File: src/rtl/div_pkg.sv
// Shared definitions for the vector divide sequencer and its result selector.
package div_pkg;

    // Default fixed-point format; must match the attached divider.
    localparam int DIV_N = 22;
    localparam int DIV_Q = 10;

    // Symmetric saturation limits: +(2^(N-1)-1) and -(2^(N-1)-1).
    localparam logic [DIV_N-1:0] MAX_POS = {1'b0, {(DIV_N-1){1'b1}}};
    localparam logic [DIV_N-1:0] MAX_NEG = {1'b1, {(DIV_N-2){1'b0}}, 1'b1};

    typedef enum logic [2:0] {
        ST_IDLE,
        ST_READ,
        ST_RDATA,
        ST_LAUNCH,
        ST_WAIT_DIV,
        ST_WRITE,
        ST_FINISH
    } seq_state_t;

    // Magnitude of a signed value in N-1 bits. The most negative value has no
    // N-1 bit magnitude, so it clamps to all ones; for the "quotient below one
    // LSB" comparison this gives the same answer as the exact magnitude,
    // because the shifted element is always a multiple of 2^Q.
    function automatic logic [DIV_N-2:0] abs_mag(input logic [DIV_N-1:0] v);
        logic [DIV_N-1:0] neg;
        neg = -v;
        if (!v[DIV_N-1]) begin
            return v[DIV_N-2:0];
        end
        if (neg[DIV_N-1]) begin
            return {(DIV_N-1){1'b1}};
        end
        return neg[DIV_N-2:0];
    endfunction

endpackage

File: src/rtl/div_vec_sequencer_result_sel.sv
// Combinational mapping of divider status into the value written back.
module div_result_sel
    import div_pkg::*;
(
    input  logic             fast_zero,
    input  logic             elem_neg,
    input  logic             elem_zero,
    input  logic             divisor_neg,
    input  logic             dbz,
    input  logic             overflow,
    input  logic [DIV_N-1:0] div_q,
    output logic [DIV_N-1:0] result,
    output logic             sat
);

    // Priority: fast-path zero, then divide-by-zero, then overflow, else quotient.
    always_comb begin
        result = '0;
        sat    = 1'b0;
        if (fast_zero) begin
            result = '0;
        end else if (dbz) begin
            // 0/0 is written as 0 and not counted as a saturation.
            if (!elem_zero) begin
                result = elem_neg ? MAX_NEG : MAX_POS;
                sat    = 1'b1;
            end
        end else if (overflow) begin
            result = (elem_neg ^ divisor_neg) ? MAX_NEG : MAX_POS;
            sat    = 1'b1;
        end else begin
            result = div_q;
        end
    end

endmodule

File: src/rtl/div_vec_sequencer.sv
// Walks a buffer vector, divides each element by a shared divisor through an
// external divider and writes the sanitised quotients to a destination region.
module div_vec_sequencer
    import div_pkg::*;
#(
    parameter int N      = DIV_N,
    parameter int Q      = DIV_Q,
    parameter int ADDR_W = 10
) (
    input  logic              clk,
    input  logic              rst,
    input  logic              start,
    input  logic [ADDR_W-1:0] src_base,
    input  logic [ADDR_W-1:0] dst_base,
    input  logic [ADDR_W-1:0] len,
    input  logic [N-1:0]      divisor,
    output logic              busy,
    output logic              done,
    output logic [ADDR_W-1:0] sat_count,
    output logic              rd_en,
    output logic [ADDR_W-1:0] rd_addr,
    input  logic [N-1:0]      rd_data,
    output logic              wr_en,
    output logic [ADDR_W-1:0] wr_addr,
    output logic [N-1:0]      wr_data,
    output logic              div_start,
    output logic [N-1:0]      div_dividend,
    output logic [N-1:0]      div_divisor,
    input  logic              div_done,
    input  logic              div_dbz,
    input  logic              div_overflow,
    input  logic [N-1:0]      div_q
);

    localparam logic [ADDR_W-1:0] ONE = ADDR_W'(1);

    seq_state_t        state_reg, state_next;
    logic [ADDR_W-1:0] src_base_reg, dst_base_reg, len_reg, index_reg;
    logic [ADDR_W-1:0] sat_count_reg;
    logic [N-1:0]      divisor_reg, elem_reg, result_reg;
    logic              first_wait_reg;

    logic [N-2:0]      rd_abs, div_abs;
    logic [N+Q-1:0]    elem_scaled, divisor_ext;
    logic              fast_hit;
    logic              div_accept;
    logic [N-1:0]      sel_result;
    logic              sel_sat;

    // Fast path: the quotient is below one LSB, so the divider is skipped.
    always_comb begin
        rd_abs      = abs_mag(rd_data);
        div_abs     = abs_mag(divisor_reg);
        elem_scaled = {1'b0, rd_abs, {Q{1'b0}}};
        divisor_ext = {{(Q+1){1'b0}}, div_abs};
        fast_hit    = (state_reg == ST_RDATA) && (divisor_reg != '0)
                      && (elem_scaled < divisor_ext);
        // The first WAIT_DIV cycle may still see the previous element's done level.
        div_accept  = (state_reg == ST_WAIT_DIV) && !first_wait_reg && div_done;
    end

    div_result_sel u_result_sel (
        .fast_zero   (fast_hit),
        .elem_neg    (elem_reg[N-1]),
        .elem_zero   (elem_reg == '0),
        .divisor_neg (divisor_reg[N-1]),
        .dbz         (div_dbz),
        .overflow    (div_overflow),
        .div_q       (div_q),
        .result      (sel_result),
        .sat         (sel_sat)
    );

    // State register and per-job datapath registers.
    always_ff @(posedge clk) begin
        if (rst) begin
            state_reg      <= ST_IDLE;
            src_base_reg   <= '0;
            dst_base_reg   <= '0;
            len_reg        <= '0;
            index_reg      <= '0;
            sat_count_reg  <= '0;
            divisor_reg    <= '0;
            elem_reg       <= '0;
            result_reg     <= '0;
            first_wait_reg <= 1'b0;
        end else begin
            state_reg <= state_next;
            case (state_reg)
                ST_IDLE: begin
                    if (start) begin
                        src_base_reg  <= src_base;
                        dst_base_reg  <= dst_base;
                        len_reg       <= len;
                        divisor_reg   <= divisor;
                        index_reg     <= '0;
                        sat_count_reg <= '0;
                    end
                end
                ST_RDATA: begin
                    elem_reg <= rd_data;
                    if (fast_hit) begin
                        result_reg <= sel_result;
                    end
                end
                ST_LAUNCH: begin
                    first_wait_reg <= 1'b1;
                end
                ST_WAIT_DIV: begin
                    first_wait_reg <= 1'b0;
                    if (div_accept) begin
                        result_reg <= sel_result;
                        if (sel_sat) begin
                            sat_count_reg <= sat_count_reg + ONE;
                        end
                    end
                end
                ST_WRITE: begin
                    index_reg <= index_reg + ONE;
                end
                default: begin
                end
            endcase
        end
    end

    // Next-state decode and per-state strobes.
    always_comb begin
        state_next = state_reg;
        busy       = 1'b0;
        done       = 1'b0;
        rd_en      = 1'b0;
        rd_addr    = '0;
        wr_en      = 1'b0;
        wr_addr    = '0;
        wr_data    = '0;
        div_start  = 1'b0;
        case (state_reg)
            ST_IDLE: begin
                if (start) begin
                    state_next = (len == '0) ? ST_FINISH : ST_READ;
                end
            end
            ST_READ: begin
                busy       = 1'b1;
                rd_en      = 1'b1;
                rd_addr    = src_base_reg + index_reg;
                state_next = ST_RDATA;
            end
            ST_RDATA: begin
                busy       = 1'b1;
                state_next = fast_hit ? ST_WRITE : ST_LAUNCH;
            end
            ST_LAUNCH: begin
                busy       = 1'b1;
                div_start  = 1'b1;
                state_next = ST_WAIT_DIV;
            end
            ST_WAIT_DIV: begin
                busy = 1'b1;
                if (div_accept) begin
                    state_next = ST_WRITE;
                end
            end
            ST_WRITE: begin
                busy       = 1'b1;
                wr_en      = 1'b1;
                wr_addr    = dst_base_reg + index_reg;
                wr_data    = result_reg;
                state_next = ((index_reg + ONE) == len_reg) ? ST_FINISH : ST_READ;
            end
            ST_FINISH: begin
                done       = 1'b1;
                state_next = ST_IDLE;
            end
            default: begin
                state_next = ST_IDLE;
            end
        endcase
    end

    assign sat_count    = sat_count_reg;
    assign div_dividend = elem_reg;
    assign div_divisor  = divisor_reg;

endmodule

File: config.mk
export PLATFORM = sky130hd
export DESIGN_NAME = div_vec_sequencer
export DESIGN_NICKNAME = d
export VERILOG_FILES = /design/src/rtl/div_pkg.sv /design/src/rtl/div_vec_sequencer_result_sel.sv /design/src/rtl/div_vec_sequencer.sv
export SDC_FILE = /design/constraint.sdc
export NUM_CORES = 1
export LEC_CHECK = 0
export CAP_MARGIN = 20
export CORE_ASPECT_RATIO = 0.75
export CORE_UTILIZATION = 51
export CTS_BUF_LIST = sky130_fd_sc_hd__clkbuf_2
export DETAILED_ROUTE_END_ITERATION = 10
export PLACE_DENSITY = 0.94
export SYNTH_ARGS = -nofsm -noshare
export SYNTH_HDL_FRONTEND = slang
export SYNTH_HIERARCHICAL = 1
export SYNTH_SLANG_ARGS = --single-unit
File: constraint.sdc
create_clock -name clk -period 6.96 [get_ports clk]
set_input_delay 1.392 -clock clk [delete_from_list [all_inputs] [get_ports clk]]
set_output_delay 1.392 -clock clk [all_outputs]
set_load 0.01 [all_outputs]
Figure 1. Port wiring (run 1).
The bar under the picture is 50 um long.
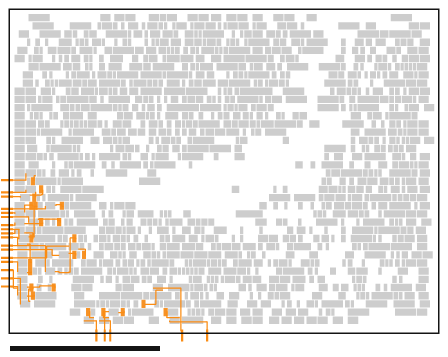
`divisor` -> orange  # bits 22, direction input, edge 17 left, 5 bottom, end cells 22, buffers 22, wire 339 um
buffers added on ports: 202
# IOs: 203

Figure 2. Metal 1 (run 1).
The bar under the picture is 50 um long. Supply wires on this layer in gray.
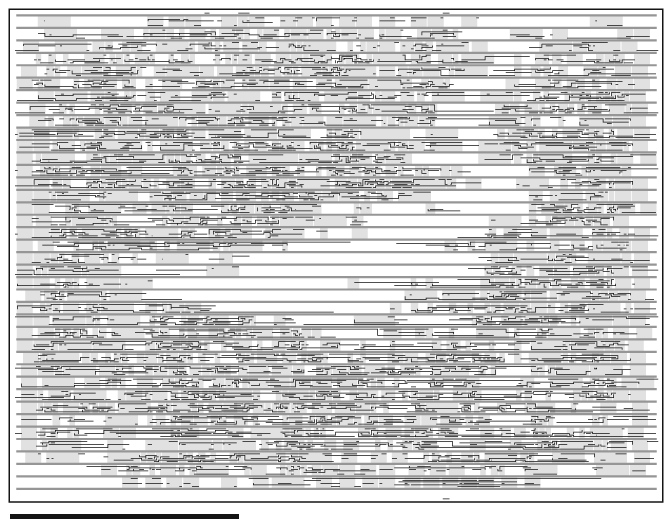
main direction = horizontal
longest straight run = 63.0 um
nets with wire on the layer = 1178
wire length on this layer = 9990 um
Total Wirelength: 21910 um
Vias: 7936
GR Layer Usage met1: 40.02%

Figure 3. Congestion heat map (run 1).
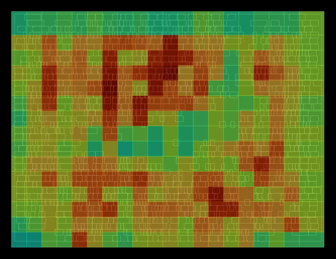
WL/cell: 15.67 um
GR Util met3: 7.028%
met2 usage: 44.54%

==> run 1: power by group through the flow <==
stage / clock, mW / combinational [mW] / sequential [mW]
after floorplan: 0 / 0.289 / 0.773
after global routing: 0.477 / 0.520 / 0.774
after global placement: 0 / 0.453 / 0.780
after CTS: 0.446 / 0.465 / 0.767
final: 0.438 / 0.470 / 0.768
after detailed placement: 0 / 0.462 / 0.782
==> run 1: synthesized netlist by cell type (all sizes together), types with 6 or more instances <==
| master | number | area, um^2 |
|---|---|---|
| buf | 10 | 112.6 |
| dfxtp | 120 | 2402 |
| and3 | 7 | 43.79 |
| nand2b | 6 | 37.54 |
| nand3b | 8 | 60.06 |
| or4 | 9 | 78.82 |
| o21bai | 6 | 45.04 |
| ha | 33 | 412.9 |
| or3b | 22 | 192.7 |
| o31ai | 7 | 57.55 |
| inv | 25 | 93.84 |
| and2 | 31 | 193.9 |
| nor2 | 117 | 439.2 |
| nand4 | 8 | 50.05 |
| a31oi | 11 | 68.82 |
| nand2 | 189 | 709.4 |
| xnor2 | 29 | 254.0 |
| clkbuf | 50 | 187.7 |
| a21o | 9 | 67.56 |
| o21ai | 48 | 240.2 |
| a21oi | 133 | 665.6 |
| nand3 | 14 | 70.07 |
| o22ai | 6 | 37.54 |
| nor3 | 17 | 101.4 |
| xor2 | 26 | 227.7 |
| nor4 | 12 | 81.33 |
| or3 | 6 | 37.54 |
==> run 1: kinds of logic (layout without fill, tap and decap cells) <==
logic type | after synthesis | in the layout | share of synthesized area, %
AOI/OAI and AO/OA | 253 | 253 | 19.69
xor gates and xnor gates | 55 | 55 | 6.393
adders and majority gates | 35 | 35 | 6.011
buffers and inverters | 85 | 266 | 5.231
DFF | 120 | 120 | 31.88
muxes | 5 | 5 | 0.6974
and+or+nand+nor | 464 | 464 | 30.09
==> results.json, run 1 <==
{
  "crit_start": "rd_data[14]",
  "post-place-cells": 1367,
  "arrival_ns": 6.66,
  "worstMarginPinSlew_ns": 1.007,
  "setup_viol": 0,
  "path_clk_slew_ns": 0.19,
  "layout-drive-gt1-share_pct": 4.925,
  "cts_resized": 0,
  "clock.fmax_mhz": 164.8,
  "area_share_nonclk_buffers_pct": 21.25,
  "fin_crit_sh_pct": 87.18,
  "clock_area_share_pct": 2.174,
  "track_usage_pct": 29.07,
  "max_stage_delay_ns": 0.70,
  "ff2ff_path_depth": 19,
  "slew_headroom_pct": 32.80,
  "htreeDepth": 4,
  "path_delay_family": "simple AND/OR/NAND/NOR gates",
  "signal_buffers": 210,
  "ys_seq_share_pct": 31.88,
  "required_ns": 7.55,
  "met2WireLength_um": 9616,
  "mi_logic_area_um2": 4747,
  "status": "finished, final reports clean",
  "grt_max_degree": 67,
  "worst-path-buf-inv": 3,
  "dp_hpwl_um": 15710,
  "grt_overflow": 0,
  "critical_path.cell_chain": "clkdlybuf4s50_1 -> or4_1 -> nor3_1 -> or4b_1 -> nand2_1 -> ha_1 -> a21oi_1 -> o311ai_1 -> a221oi_1 -> o2111ai_1 -> a2111oi_1 -> nor4bb_4 -> buf_4 -> nor2_1 -> a22oi_2 -> buf_4 -> nor2_1 -> o21ai_1 -> a21oi_1",
  "flop-count": 120,
  "clock_buffers": 22,
  "critPathLaunchType": "input port",
  "grt_antenna_before_repair": 0,
  "ys_chip_area_um2": 7535,
  "syn_avg_cell_area_um2": 7.409,
  "power_switching_mw": 0.5705,
  "postRouteAntennaNets": 0,
  "rows": 38,
  "async_flop_share_pct": 0,
  "fp.dieH_um": 107.3,
  "largest_class": "combinational gates",
  "grt_pass1_vias": 7200,
  "inv_count": 25,
  "diodes": 0,
  "setup_ws_ns": 0.8924,
  "flop_area_um2": 2402,
  "drt-met1-wl_um": 9989,
  "drt_iter0_drc": 665,
  "swShare_pct": 34.03,
  "pwr-share-clk_pct": 26.1,
  "fp.dieW_um": 142.4,
  "intPower_mw": 1.106,
  "dr.pass1.iters": 5,
  "busiest_layer": "met2",
  "endpoint_kind": "register",
  "layout_top_cells": "clkdlybuf4s50_1 (201), nand2_1 (189), a21oi_1 (133)",
  "comb_share_pct": 48.51,
  "reg2reg_from": "div_divisor[2]$_SDFFE_PP0P_",
  "clkLatencyLatePin_ns": 0.72,
  "cts-buffers-inserted": 17,
  "finalSetupTns_ns": 0,
  "dp_slack_ns": 0.2492,
  "fin_nets": 1323,
  "vias_per_cell": 5.677,
  "r2r_slack_ns": 1.70,
  "fin_area_um2": 9786,
  "grt_first_pass_wirelength_um": 35230,
  "rsz0062_at_grt": "false",
  "cts_hold_buf": 0,
  "cts_tree": "built",
  "topRoutingLayerUsed": "met4",
  "finalWorstPathRequiredPeriod_ns": 6.068,
  "final_core_util_pct": 67.70,
  "endpoint": "result_reg[12]$_SDFFE_PP0P_",
  "dieArea_um2": 15270,
  "place_area_um2": 9573,
  "warning_count": 26,
  "crit_slowest_cell": "or4b_1",
  "cts.sinks": 120,
  "hold_path_class": "reg -> reg",
  "flop_cell": "dfxtp_1",
  "synth_cell_type_count": 75,
  "place_congestion": 0.9489,
  "area_delta_synth_final_pct": 29.87,
  "syn_area_um2": 7535,
  "finalPower_mw": 1.677,
  "fillers": 1245,
  "drc": 0,
  "synth_flops": 120,
  "syn_inst": 1017,
  "ys_warn_count": 6,
  "power_frac_seq_pct": 45.8,
  "vdd_ir_drop_max_v": 0.0001515,
  "hold_start": "first_wait_reg$_SDFFE_PP0P_",
  "clock_skew_ns": 0.03397,
  "fp_util_pct": 52.13,
  "cts_root_buffer": "clkbuf_2"
}
==> run 1 -> run 2 <==
--- a/config.mk
+++ b/config.mk
@@ -15,3 +15,4 @@
 export SYNTH_HDL_FRONTEND = slang
 export SYNTH_HIERARCHICAL = 1
 export SYNTH_SLANG_ARGS = --single-unit
+export TNS_END_PERCENT = 50
Figure 4. Congestion heat map (run 2).
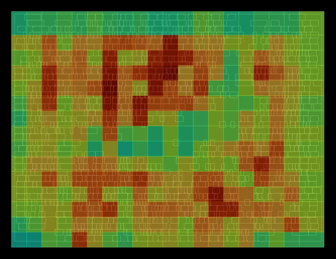
total track usage: 29.07%
gr busiest metal: met2
Final Util: 67.70%

==> run 2 against run 1 <==
Net effect: cell count is the same; non-clock buffer count is the same; combinational power is essentially flat; sequential share of layout area is the same.
==> results.json, run 2 <==
{
  "status": "finished, final reports clean",
  "critical_path.cell_chain": "clkdlybuf4s50_1 -> or4_1 -> nor3_1 -> or4b_1 -> nand2_1 -> ha_1 -> a21oi_1 -> o311ai_1 -> a221oi_1 -> o2111ai_1 -> a2111oi_1 -> nor4bb_4 -> buf_4 -> nor2_1 -> a22oi_2 -> buf_4 -> nor2_1 -> o21ai_1 -> a21oi_1",
  "synth_flops": 120,
  "hold_start": "first_wait_reg$_SDFFE_PP0P_",
  "setup_viol": 0,
  "yosys.area_share.adder_pct": 6.011,
  "finalWorstPathRequiredPeriod_ns": 6.068,
  "largest_area_cell": "dfxtp_1",
  "drc": 0,
  "ioPinCount": 203,
  "grt_first_pass_wirelength_um": 35230,
  "xor_area_share_pct": 6.393,
  "fp.dieW_um": 142.4,
  "crit_slowest_cell": "or4b_1",
  "cts_root_buffer": "clkbuf_2",
  "finalSetupTns_ns": 0,
  "syn_area_um2": 7535,
  "post-place-cells": 1367,
  "ff2ff_path_depth": 19,
  "area_delta_synth_final_pct": 29.87,
  "cts_hold_buf": 0,
  "fin_area_um2": 9786,
  "cts.sinks": 120,
  "cts-buffers-inserted": 17,
  "dr.pass1.iters": 5,
  "aoi_share_pct": 19.69,
  "portBuffers": 202,
  "dieArea_um2": 15270,
  "ys_warn_count": 6,
  "top_area_share_pct": 31.88,
  "ys_seq_share_pct": 31.88,
  "routed_wl_um": 21910,
  "logic_family": "simple AND/OR/NAND/NOR gates",
  "reg2reg_from": "div_divisor[2]$_SDFFE_PP0P_",
  "vdd_ir_drop_max_v": 0.0001515,
  "wire_per_inst_um": 15.67,
  "path_clk_slew_ns": 0.19,
  "worstMarginPinSlew_ns": 1.007,
  "cts_resized": 0,
  "mux_share_pct": 0.6974,
  "rsz0062_at_grt": "false",
  "clock.fmax_mhz": 164.8,
  "max_stage_delay_ns": 0.70,
  "warning_count": 26,
  "flop_cell": "dfxtp_1",
  "top_cells_by_count": "nand2_1 (189), a21oi_1 (133), dfxtp_1 (120)",
  "cts_tree": "built",
  "async_flop_share_pct": 0,
  "endpoint_kind": "register",
  "grt_max_degree": 67,
  "fp_util_pct": 52.13,
  "place_congestion": 0.9489,
  "fillers": 1245,
  "clkLatencyLatePin_ns": 0.72,
  "grt_pass1_vias": 7200,
  "syn_avg_cell_area_um2": 7.409,
  "ys_chip_area_um2": 7535,
  "critPathLaunchType": "input port",
  "fin_crit_sh_pct": 87.18,
  "required_ns": 7.55,
  "clock_skew_ns": 0.03397,
  "leakage_nw": 3.701,
  "postRouteAntennaNets": 0,
  "rows": 38,
  "worstSetupPathType": "in -> reg",
  "place_area_um2": 9573,
  "vias_per_cell": 5.677,
  "endpoint": "result_reg[12]$_SDFFE_PP0P_",
  "hold_path_class": "reg -> reg",
  "slew_headroom_pct": 32.80,
  "synth_cell_type_count": 75,
  "dp_hpwl_um": 15710,
  "layout_top_cells": "clkdlybuf4s50_1 (201), nand2_1 (189), a21oi_1 (133)",
  "most_common_cell": "nand2_1",
  "crit_start": "rd_data[14]",
  "top_cells_by_area": "dfxtp_1 (32%), nand2_1 (9.4%), a21oi_1 (8.8%)",
  "diodes": 0,
  "syn_inst": 1017,
  "fin_nets": 1323
}
Figure 5. Sequential cells grouped by signal name (run 2).
The bar under the picture is 50 um long. Other sequential cells in the stronger gray, the rest of the logic in the fainter gray.
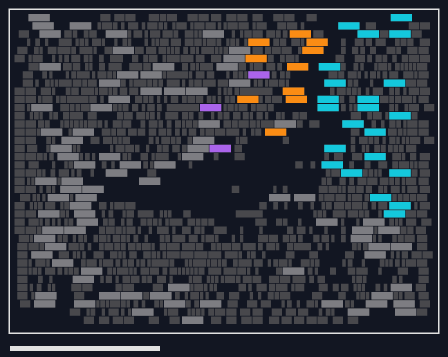
`state_reg` -> purple  # sequential cells 3
`sat_count` -> orange  # sequential cells 10
`result_reg` -> cyan  # sequential cells 22
not colored = 85
Reg area: 2402 um^2
Seq power: 0.768 mW
flop share of the area: 24.55%

-- run 2: layer usage --
layer / track usage, % / wire, um / vias to the layer above
met4: 9.140 / 318 / 0
li1: - / - / 3868
met3: 7.028 / 1984 / 37
met1: 40.02 / 9989 / 3649
met2: 44.54 / 9616 / 382
met5: 0 / 0 / -
-- run 2: cells by family (layout without fill, tap and decap cells) --
logic type                 Yosys count  count (layout)
AOI/OAI and AO/OA                  253             253
xor gates and xnor gates            55              55
adders and majority gates           35              35
buffers and inverters               85             266
DFF                                120             120
muxes                                5               5
and+or+nand+nor                    464             464
-- run 2: final cells by class --
cell class / count / area (um^2) / area share (%)
timing repair buffer: 210 / 2079 / 21.25
inverter: 25 / 93.84 / 0.9590
sequential: 120 / 2402 / 24.55
clock inverter: 9 / 102.6 / 1.048
multi-input combinational: 812 / 4747 / 48.51
tap: 200 / 250.2 / 2.557
clock buffer: 22 / 110.1 / 1.125
-- run 2: per-stage QoR --
step	hold slack, ns	worst slack [ns]	utilization (%)	power (mW)
global placement	0.4390	0.4344	66.23	1.233
global route	0.4958	0.5946	67.70	1.772
detailed placement	0.4444	0.2492	66.23	1.244
CTS	0.4659	1.033	67.70	1.679
floorplan	0.4312	0.7966	-	1.062
finish	0.4653	0.8924	67.70	1.677
-- run 2: report_power, final --
group	total, mW	internal [mW]	switching, mW
Clock	0.438	0.167	0.271
Sequential	0.768	0.723	0.0452
Combinational	0.470	0.216	0.255
Total	1.68	1.11	0.571
-- run 2: worst max-delay path, delay by kind of cell --
| kind | cells | cell delay, ns |
|---|---|---|
| and+or+nand+nor | 7 | 2.29 |
| buffers and inverters | 3 | 1.22 |
| adders and majority gates | 1 | 0.27 |
| AOI/OAI and AO/OA | 8 | 1.48 |
No activity file was given, so power comes from the tool's default toggle rates.
